File: config.mk
export PLATFORM = sky130hd
export DESIGN_NAME = brn_unit_seq
export DESIGN_NICKNAME = d
export VERILOG_FILES = /design/src/rtl/brn_unit_seq.sv
export SDC_FILE = /design/constraint.sdc
export NUM_CORES = 1
export LEC_CHECK = 0
export ABC_AREA = 1
export CORE_UTILIZATION = 55
export CTS_CLUSTER_DIAMETER = 30
export DETAILED_ROUTE_END_ITERATION = 7
export PLACE_DENSITY = 0.9
export SYNTH_ARGS = -nofsm -noshare
export SYNTH_HDL_FRONTEND = slang
export SYNTH_SLANG_ARGS = --single-unit
File: constraint.sdc
create_clock -name clk -period 3.3 [get_ports clk]
set_input_delay 0.33 -clock clk [delete_from_list [all_inputs] [get_ports clk]]
set_output_delay 0.33 -clock clk [all_outputs]
set_load 0.02 [all_outputs]
File: src/rtl/brn_unit_seq.sv
// brn_unit_seq: sequential branch-condition unit.
// Accepts a branch request and compares the two operands one SLICE_W-bit slice
// per cycle, from the most significant slice downward. It stops at the first
// slice that differs. The branch decision, target (pc + imm) and an
// illegal-func3 flag are registered, and they are held until the consumer
// accepts them.
//
// Ports:
//   clk, rst_n            clock, asynchronous active-low reset
//   valid_in / ready_out  request handshake (ready_out is high only in IDLE)
//   rs1, rs2              operands A and B
//   func3                 branch type (BEQ/BNE/BLT/BGE/BLTU/BGEU)
//   pc, imm               branch PC and sign-extended offset
//   flush                 synchronous abort, returns to IDLE
//   valid_out / ready_in  result handshake
//   takeBranch            branch condition result
//   target                pc + imm, modulo 2^XLEN
//   illegal               func3 was 010 or 011
module brn_unit_seq #(
  parameter int XLEN    = 32,
  parameter int SLICE_W = 8
) (
  input  logic            clk,
  input  logic            rst_n,
  input  logic            valid_in,
  output logic            ready_out,
  input  logic [XLEN-1:0] rs1,
  input  logic [XLEN-1:0] rs2,
  input  logic [2:0]      func3,
  input  logic [XLEN-1:0] pc,
  input  logic [XLEN-1:0] imm,
  input  logic            flush,
  output logic            valid_out,
  input  logic            ready_in,
  output logic            takeBranch,
  output logic [XLEN-1:0] target,
  output logic            illegal
);

  localparam int NSLICE = XLEN / SLICE_W;
  localparam int IDXW   = (NSLICE > 1) ? $clog2(NSLICE) : 1;
  localparam logic [IDXW-1:0] LAST_IDX = IDXW'(NSLICE - 1);

  if ((SLICE_W < 1) || (SLICE_W > XLEN) || ((XLEN % SLICE_W) != 0)) begin : g_param_check
    $error("brn_unit_seq: SLICE_W must divide XLEN and satisfy 1 <= SLICE_W <= XLEN");
  end

  typedef enum logic [1:0] {IDLE, CMP, DONE} state_e;

  state_e            state_q, state_d;
  logic [XLEN-1:0]   a_q, a_d;
  logic [XLEN-1:0]   b_q, b_d;
  logic [2:0]        f3_q, f3_d;
  logic [XLEN-1:0]   target_q, target_d;
  logic [IDXW-1:0]   idx_q, idx_d;
  logic              take_q, take_d;
  logic              ill_q, ill_d;

  logic [SLICE_W-1:0] a_sl, b_sl;
  logic               slice_ne, slice_lt, func_ill, last_slice;
  logic               eq, lt;

  // Slice compare. For signed types the top slice has its sign bits flipped,
  // so that an unsigned compare orders two's-complement values correctly.
  // Equality does not change, because both operands are flipped the same way.
  always_comb begin
    a_sl = a_q[int'(idx_q)*SLICE_W +: SLICE_W];
    b_sl = b_q[int'(idx_q)*SLICE_W +: SLICE_W];
    if (!f3_q[1] && (idx_q == LAST_IDX)) begin
      a_sl[SLICE_W-1] = ~a_sl[SLICE_W-1];
      b_sl[SLICE_W-1] = ~b_sl[SLICE_W-1];
    end
    slice_ne   = (a_sl != b_sl);
    slice_lt   = (a_sl < b_sl);
    func_ill   = (f3_q[2:1] == 2'b01);
    last_slice = (idx_q == '0);
    eq         = !slice_ne;
    lt         = slice_ne && slice_lt;
  end

  // State register
  always_ff @(posedge clk or negedge rst_n) begin
    if (!rst_n) state_q <= IDLE;
    else        state_q <= state_d;
  end

  // Next-state logic
  always_comb begin
    state_d = state_q;
    unique case (state_q)
      IDLE: if (valid_in) state_d = CMP;
      CMP:  if (func_ill || slice_ne || last_slice) state_d = DONE;
      DONE: if (ready_in) state_d = IDLE;
      default: state_d = IDLE;
    endcase
    if (flush) state_d = IDLE;
  end

  // Output logic
  always_comb begin
    ready_out  = (state_q == IDLE);
    valid_out  = (state_q == DONE);
    takeBranch = take_q;
    target     = target_q;
    illegal    = ill_q;
  end

  // Datapath next-state
  always_comb begin
    a_d      = a_q;
    b_d      = b_q;
    f3_d     = f3_q;
    target_d = target_q;
    idx_d    = idx_q;
    take_d   = take_q;
    ill_d    = ill_q;
    if (!flush) begin
      unique case (state_q)
        IDLE: if (valid_in) begin
          a_d      = rs1;
          b_d      = rs2;
          f3_d     = func3;
          target_d = pc + imm;
          idx_d    = LAST_IDX;
        end
        CMP: begin
          if (func_ill) begin
            take_d = 1'b0;
            ill_d  = 1'b1;
          end else if (slice_ne || last_slice) begin
            ill_d = 1'b0;
            unique case (f3_q)
              3'b000:         take_d = eq;
              3'b001:         take_d = !eq;
              3'b100, 3'b110: take_d = lt;
              3'b101, 3'b111: take_d = !lt;
              default:        take_d = 1'b0;
            endcase
          end else begin
            idx_d = idx_q - 1'b1;
          end
        end
        default: ;
      endcase
    end
  end

  always_ff @(posedge clk or negedge rst_n) begin
    if (!rst_n) begin
      a_q      <= '0;
      b_q      <= '0;
      f3_q     <= '0;
      target_q <= '0;
      idx_q    <= '0;
      take_q   <= 1'b0;
      ill_q    <= 1'b0;
    end else begin
      a_q      <= a_d;
      b_q      <= b_d;
      f3_q     <= f3_d;
      target_q <= target_d;
      idx_q    <= idx_d;
      take_q   <= take_d;
      ill_q    <= ill_d;
    end
  end

endmodule

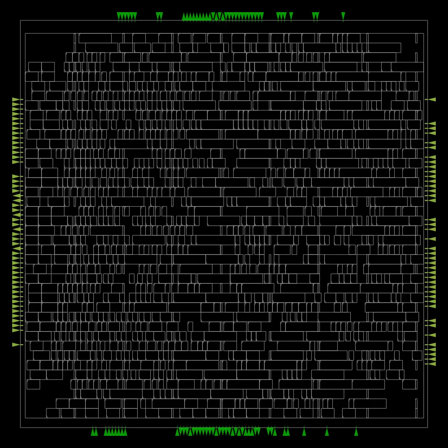
**Above:** run 1 (cell placement).
final core utilization: 75.1%
Flops: 105

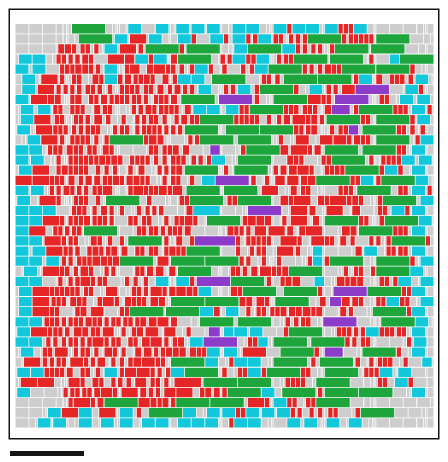
**Above:** run 1 (cells colored by class).
Scale bar: 20 um. Fill, decap, tap and diode cells in gray.
Key: green = flip-flops [cells 105]; red = all other logic [cells 920]; cyan = other buffers and delay cells [cells 178]; purple = clock drivers and dummy loads [cells 16]
Std-Cell Core Area: 12300 um^2
standard-cell rows: 40
share of the final layout cell area in sequential cells: 28.5%
post-route cell area: 9210 um^2

==> run summary, run 1 <==
From the run reports.

- The number of buffers inserted by post-CTS setup repair is 0.
- The worst register-to-register path begins at idx_q[1].
- The type of the most critical hold path is input port to async pin.
- The area share of the leading cell type in the synthesized netlist is 37.3%.
- The dominant power group is combinational cells.
- The residual overflow from global routing is 0.
- The sum of routed wire segments on met1 is 8150 um.
- The number of warning messages in the logs reads 29.
- The number of logic gates is 795.
- Fill cells in the final layout number 993.
- met2 track demand over resource after global routing is 52.9%.
- After layout, the design draws a total of 4.69 mW.
- The maximum level of the CTS H-tree is 3.
- The count of warnings emitted by yosys reads 0.
- The relative slew slack reads 25.5%.
- The post-synthesis net count reads 1234.
- The cell count after synthesis is 1056.
- Summing all multi-input logic gate instances after layout gives 3810 um^2.
- The number of nets in the layout reads 1392.
- The final tally of setup violations reads 0.
- The chip area from the yosys synthesis statistics reads 7050 um^2.
- The number of buffers created by CTS reads 9.
- The antenna cell count reads 0.
- Global routing used 37.9% of the available met1 tracks.
- Detailed routing placed a total of 9230 um of wire on met2.
- The via count of the first global-routing pass is 6739.
- The final critical path takes up 81.0% of the cycle.
- The effective utilization at floorplan is 57.5%.
- The wire length on met3 reads 949 um.
- The combinational share of power is 39.1%.
- The path type of the worst setup path reads flip-flop to flip-flop.
- The number of clock buffers in the layout reads 11.
- The largest fanout on the critical path reads 25.
- The critical path startpoint category reads a flip-flop.
- After detailed placement, the design holds a cell count of 1371.
- The start point of the critical path reads idx_q[1].
- The number of clock sinks seen by CTS reads 105.
- Routability-driven placement finished with a final weighted congestion of 0.930.
- The number of port buffers reads 171.
- The tally of nets with antenna violations remaining after routing reads 0.
- In this run the power spent charging and discharging nets is 1.69 mW.
- The max capacitance violation total reads 0.
- The xor and xnor area share after synthesis reads 2.24%.
- The pre-CTS setup slack is 0.694 ns.
- The run finished with clean final reports.
- The setup slack of the most critical reg-to-reg path is 0.63 ns.
- The dominant synthesized flop cell is dfrtp_1.
- The die span in x reads 115 um.
- The count of pins over their slew limit is 0.
- The peak clock frequency supported by timing is 374 MHz.
- By instance count after routing, the leading logic cell type is nand2_1.
- The layer with the highest usage is met2.
- The netlist uses 35 different library cells.
- The most common cell in the synthesized netlist is nand2_1.
- The synthesis stat section lists a flop and latch total of 105.
- The layout report lists the non-clock buffer share of cell area as 19.3%.
- The clock passes through at most 2 buffers.
- The gate family responsible for the most delay along the worst path is simple AND/OR/NAND/NOR gates.
- The data arrival time of the critical path is 2.91 ns.
- The final hold violation count is 0.
- The quantity of hold-fixing buffers added after cts reads 0.
- In this design, the stage delay of the slowest critical-path cell is 0.54 ns.
- The die span in y is 115 um.
- The number of buffers and inverters on the critical path reads 2.
- The total number of cells along the worst setup path reads 14.
- Summing the areas of all fa, ha and maj instances in the mapped netlist gives 7.56% of the synthesized area.
- The number of detailed-routing iterations run before antenna repair reads 5.
- The switching fraction of total power is 36.0%.
- The post-placement cell area is 8890 um^2.
- The count of buffers not belonging to the clock network in the layout is 178.
- The transition time at the pin with the least slew margin is 1.12 ns.
- In the final layout, flip-flops and latches occupy 2630 um^2.
- The worst clock skew is 0.00597 ns.
- The power density normalized to cell area is 510 nW/um^2.
- The sequential share of power reads 37.1%.
- The TritonCTS clock tree is done.
- The floorplan report gives the top-level pin count as 172.
- The cell-internal power reads 3.00 mW.
- Setup repair after global routing left no endpoint under its margin.
- The part of the total power dissipated in the clock network reads 23.8%.
- The most numerous cell type found on the critical path is nand2_1.
- The finished layout holds 1387 standard cells, fillers aside.
- The largest vdd supply drop reads 0.330 mV.
- The number of design rule violations left after detail routing is 0.
- The count of cells resized by post-cts repair reads 0.
- The power attributed to combinational cells is 1.84 mW.
- The first global-routing pass estimated 31100 um of wire.
- The top logic cell family in the synthesized netlist is simple AND/OR/NAND/NOR gates.
- The mux cell area share after synthesis is 0%.
- The element type at the critical path end reads a flip-flop.
- The endpoint of the lowest-slack register-to-register path is takeBranch.
- In this run the critical path is formed by inv_1, o21ai_0, o22ai_1, xnor2_1, ha_1, nand2_1, nor2_2, nand4_2, nor2_1, nand2_1, nand3_1, inv_1, nand2_1, nand2_1.
- Yosys reports that the most numerous cell types are 502 x nand2_1, 110 x inv_1, 105 x dfrtp_1, 62 x nor2_1, 43 x nand3_1.
- Per the post-CTS timing run, clock transition at the registers of the reported paths is 0.07 ns.
- The timing endpoint of the critical path reads takeBranch.
- The average cell area after synthesis reads 6.67 um^2.
- Per the layout report, the design carries 125 non-clock inverters.
- The via density per instance reads 5.04.
- In this run, the number of DRC markers left after iteration 0 of detailed routing was 529.
- Global routing used 3.80% of the available met3 tracks.
- The AND-OR/OR-AND share of the synthesized area is 7.63%.
- The library cells used most frequently in the layout, excluding fill and tap cells, are 502 x nand2_1, 170 x clkdlybuf4s50_1, 110 x inv_1.
- The share of the yosys chip area belonging to registers is 37.3%.
- The library cell with the largest summed area after synthesis reads dfrtp_1.
- The multi-input gate share of the layout cell area is 41.4%.
- The power dissipated in sequential cells is 1.74 mW.
- The total die area reads 13300 um^2.
- The leakage component of the power was reported as 4.87 nW.
- The half-perimeter wire length of the detailed placement result reads 14300 um.
- The later-pin clock latency in the skew report reads 0.34 ns.
- The basic-gate share of the synthesized area counting and, or, nand and nor cells is 36.5%.
- The minimum period implied by the final worst setup slack reads 2.67 ns.
- The final hold slack is 0.0645 ns.
- Measured in cells, the most critical reg-to-reg path has a length of 14.
- The highest metal layer used by the detailed router reads met4.
- The post-synthesis instance area reads 7050 um^2.
- After routing, the total negative slack on setup checks comes to 0 ns.
- The synthesized netlist was found by Yosys to have 1056 cells.
- The proportion of layout cells with a drive suffix above 1 reads 5.09%.
- The count of library flops with an enable pin is 0.
- The clock network area share reads 3.42%.
- The largest cell class by area is combinational gates.
- The design received a total of 168 well taps at floorplan.
- The area growth from synthesis to layout reads 30.6%.
- The slowest cell on the critical path reads inv_1.
- The maximum number of pins on one net before global-route repair reads 113.
- The power attributed to the clock group reads 1.12 mW.
- The critical path data required time is 3.54 ns.
- The final worst slack is 0.628 ns.
- The number of antenna violations at the first check in global routing reads 0.
- The root cell of the clock tree is clkbuf_16.
- By area the synthesized netlist is led by dfrtp_1 37%, nand2_1 27%, ha_1 7.3%.
- The fraction of synthesis flops using an asynchronous set or reset pin reads 100%.
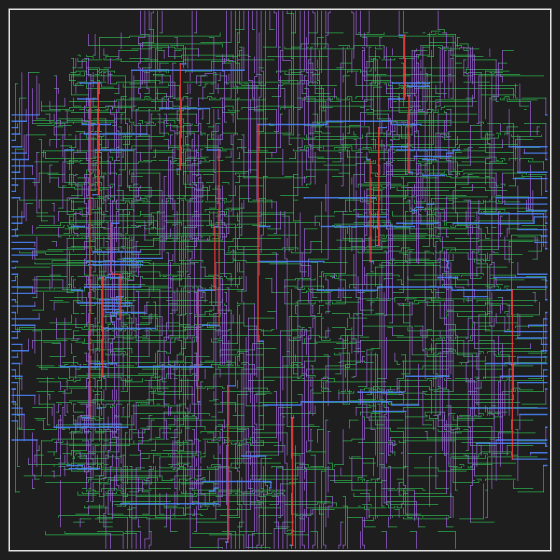
**Above:** run 1 (wiring by layer).
Key: purple = met2 [wire length 9230 um]; red = met4 [wire length 452 um]; blue = met3 [wire length 950 um]; green = met1 [wire length 8150 um]
DR vias: 6987
routed wire length per instance: 13.5 um
gr usage total: 30.0%
wire length reported by the detailed router: 18800 um

==> run 2: changes to the inputs <==
--- a/config.mk
+++ b/config.mk
@@ -6,10 +6,10 @@
 export NUM_CORES = 1
 export LEC_CHECK = 0
 export ABC_AREA = 1
-export CORE_UTILIZATION = 55
+export CORE_UTILIZATION = 46
 export CTS_CLUSTER_DIAMETER = 30
 export DETAILED_ROUTE_END_ITERATION = 7
-export PLACE_DENSITY = 0.9
+export PLACE_DENSITY = 0.8
 export SYNTH_ARGS = -nofsm -noshare
 export SYNTH_HDL_FRONTEND = slang
 export SYNTH_SLANG_ARGS = --single-unit
==> constraint.sdc (replaced) <==
create_clock -name clk -period 2.2 [get_ports clk]
set_input_delay 0.22 -clock clk [delete_from_list [all_inputs] [get_ports clk]]
set_output_delay 0.22 -clock clk [all_outputs]
set_load 0.02 [all_outputs]
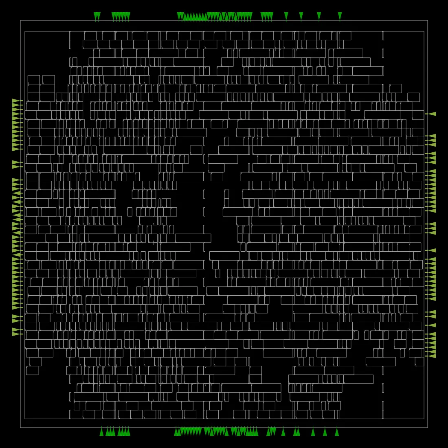
**Above:** run 2 (cell placement).
Tapcell Cnt: 184
Finished Layout Cells: 1426
standard-cell rows: 44
Layout fillers: 1306

==> run 2 against run 1 <==
  * The run now ends with setup timing left
  * Die size up 19%
  * Register-to-register slack worse by 0.79 ns
  * First-iteration DRC count down 2.8%
  * Critical path type unchanged
  * Critical endpoint is now idx_q[0]
  * Largest cell class unchanged
==> run summary, run 2 <==
From the run reports.

- The dominant power group is combinational cells.
- The power dissipated by switching net loads is 2.78 mW.
- The layer with the highest usage reads met2.
- The checks that failed: setup timing.
- In the per-layer breakdown of the detailed-route log, met1 shows 8540 um.
- The fraction of area in registers is 27.2%.
- The endpoint of the lowest-slack register-to-register path reads idx_q[0].
- The AND-OR/OR-AND share of the synthesized area reads 7.63%.
- By area, the class that comes first in the final layout consists of combinational gates.
- The quantity of hold-fixing buffers added after cts is 1.
- Per the TritonCTS log, the buffer count is 9.
- Looking at the clock tree report, the H-tree level count equals 3.
- The largest fanout on the critical path reads 6.
- The effective utilization at floorplan reads 47.8%.
- The maximum number of pins on one net before global-route repair is 65.
- The later-pin clock latency in the skew report is 0.36 ns.
- The distinct cell type count after synthesis reads 35.
- The switching fraction of total power is 35.6%.
- The timing endpoint of the critical path reads idx_q[0].
- Note, the detailed placer reported a final HPWL of 14700 um.
- Setup repair after global routing could not meet its margin everywhere.
- The synthesized netlist has a Yosys-reported chip area of 7050 um^2.
- The count of routing violations after the opening detailed-route iteration is 514.
- The first-pass GRT wire length reads 31300 um.
- The number of logic gates is 795.
- The count of buffers not belonging to the clock network in the layout is 201.
- The via count is 7135.
- The peak clock frequency supported by timing is 424 MHz.
- Before antenna repair, the detailed router went through 5 iterations.
- The critical path data required time is 2.48 ns.
- The clock network burns 24.5% of the power.
- STA reports a reg2reg setup slack of -0.16 ns.
- The fraction of met3 tracks used by global routing reads 2.89%.
- After layout the signal buffers, clock cells excluded, come to 21.0% of cell area.
- The cell sequence reported for the critical path is clkinv_4, buf_6, buf_4, nand2_1, a32o_1, ha_1, nand2_2, nor2_4, nand4_4, nor2_2, nand2_2, o21ai_4, nand2_1, o21ai_1.
- The routed layout reports a DRC error count of 0.
- The via count of the first global-routing pass reads 6568.
- The longest clock path from root to sink contains 2 buffers.
- Of all flip-flops after synthesis, the portion carrying an async set or reset was 100%.
- The combinational gate area is 3940 um^2.
- The max capacitance violation total is 0.
- The critical path startpoint category reads a flip-flop.
- Warnings reported by Yosys during synthesis add up to 0.
- The instance area after placement reads 9060 um^2.
- Per report_power, the sequential group accounts for 33.8% of the total.
- The largest vdd supply drop reads 0.475 mV.
- Across the whole layout, storage elements account for 2630 um^2.
- The run finished, with violations left.
- Combinational cells consume a total of 3.25 mW.
- The net count after synthesis is 1234.
- The die span in y is 126 um.
- The type of the most critical hold path is input port to async pin.
- The global placement routability congestion is 0.896.
- The yosys stat cell total is 1056.
- The path type of the worst setup path reads flip-flop to flip-flop.
- Leaving out fill and tap cells, the most frequent cells in the layout are 495 x nand2_1, 170 x clkdlybuf4s50_1, 107 x inv_1.
- The total wire length after detailed routing reads 19700 um.
- Final hold analysis gives a worst-case slack of 0.285 ns.
- The residual overflow from global routing reads 0.
- For reference, the top logic cell family by area is simple AND/OR/NAND/NOR gates.
- The area share of the leading cell type in the synthesized netlist reads 37.3%.
- The total number of cells along the worst setup path reads 14.
- After layout, the design draws a total of 7.80 mW.
- The delay of the slowest critical-path stage is 0.46 ns.
- Logic depth along the worst register-to-register path is recorded as 14.
- The area growth from synthesis to layout is 37.0%.
- The cell count after synthesis is 1056.
- The clock-pin slew of the registers on the worst-case setup and hold paths reads 0.07 ns.
- The library cell with the largest summed area after synthesis is dfrtp_1.
- In this run the mean area of a mapped cell was 6.67 um^2.
- Max-slew check failures listed in the final report amount to 0.
- The multi-input gate share of the layout cell area reads 40.8%.
- The cell-internal power reads 5.02 mW.
- The power density normalized to cell area reads 808 nW/um^2.
- The area of the core reads 14800 um^2.
- The number of buffers and inverters on the critical path reads 3.
- The xor and xnor area share after synthesis is 2.24%.
- The combinational share of power reads 41.7%.
- The mux cell area share after synthesis reads 0%.
- The wire length on met2 reads 9730 um.
- The area of all placed cells without fillers reads 9660 um^2.
- The total negative slack is -0.644 ns.
- The share of the yosys chip area belonging to registers is 37.3%.
- Post-CTS repair ended up resizing 12 cells.
- Per the timing report, the most critical flop-to-flop path originates at idx_q[0].
- The proportion of layout cells with a drive suffix above 1 reads 8.70%.
- The number of non-clock inverters reads 125.
- The number of buffers inserted by post-CTS setup repair reads 2.
- The detailed-route wire length per cell reads 13.8 um.
- The power attributed to the clock group reads 1.91 mW.
- The main area contributors are dfrtp_1 37%, nand2_1 27%, ha_1 7.3%.
- The synthesized design contains 105 register bits.
- The most used standard cell by instance count after synthesis reads nand2_1.
- The tally of nets with antenna violations remaining after routing is 0.
- The highest metal layer used by the detailed router reads met4.
- The relative slew slack is 69.3%.
- For the pin with the worst max-slew slack, the measured transition is 0.461 ns.
- The critical path in the final layout is reported with a setup slack of -0.160 ns.
- The flop count reads 105.
- The final hold violation count reads 0.
- By count the netlist is led by 502 x nand2_1, 110 x inv_1, 105 x dfrtp_1, 62 x nor2_1, 43 x nand3_1.
- The start point of the critical path reads idx_q[0].
- Summed over all cells, the static leakage comes to 5.07 nW.
- met1 track demand over resource after global routing is 31.7%.
- The dominant synthesized flop cell reads dfrtp_1.
- The gate family responsible for the most delay along the worst path reads simple AND/OR/NAND/NOR gates.
- In the final layout, the clock buffer count is 12.
- The buffer_ports step reported a buffer count of 171.
- The root cell of the clock tree is clkbuf_16.
- The power dissipated in sequential cells is 2.63 mW.
- The worst clock skew is 0.00694 ns.
- The post-synthesis instance area is 7050 um^2.
- The combined global-route utilization of all metal layers reads 24.7%.
- The final timing summary puts the cycle share of the worst path at 107%.
- The number of clock sinks seen by CTS is 105.
- The total die area is 15800 um^2.
- The final tally of setup violations reads 6.
- The met2 layer usage reported by global route reads 43.0%.
- The number of nets in the layout reads 1415.
- The TritonCTS clock tree is done.
- Dividing the detail-routed via count by the number of cells gives 5.00.
- The count of library flops with an enable pin reads 0.
- The minimum period implied by the final worst setup slack is 2.36 ns.
- The most common cell after layout, fill and taps aside reads nand2_1.
- The data arrival time of the critical path is 2.64 ns.
- The antenna cell count is 0.
- The placed cell count is 1402.
- The adder-cell area share of the yosys netlist reads 7.56%.
- The worst setup path is captured at a flip-flop.
Power figures rest on the tool's default switching activity, not on a simulated workload.
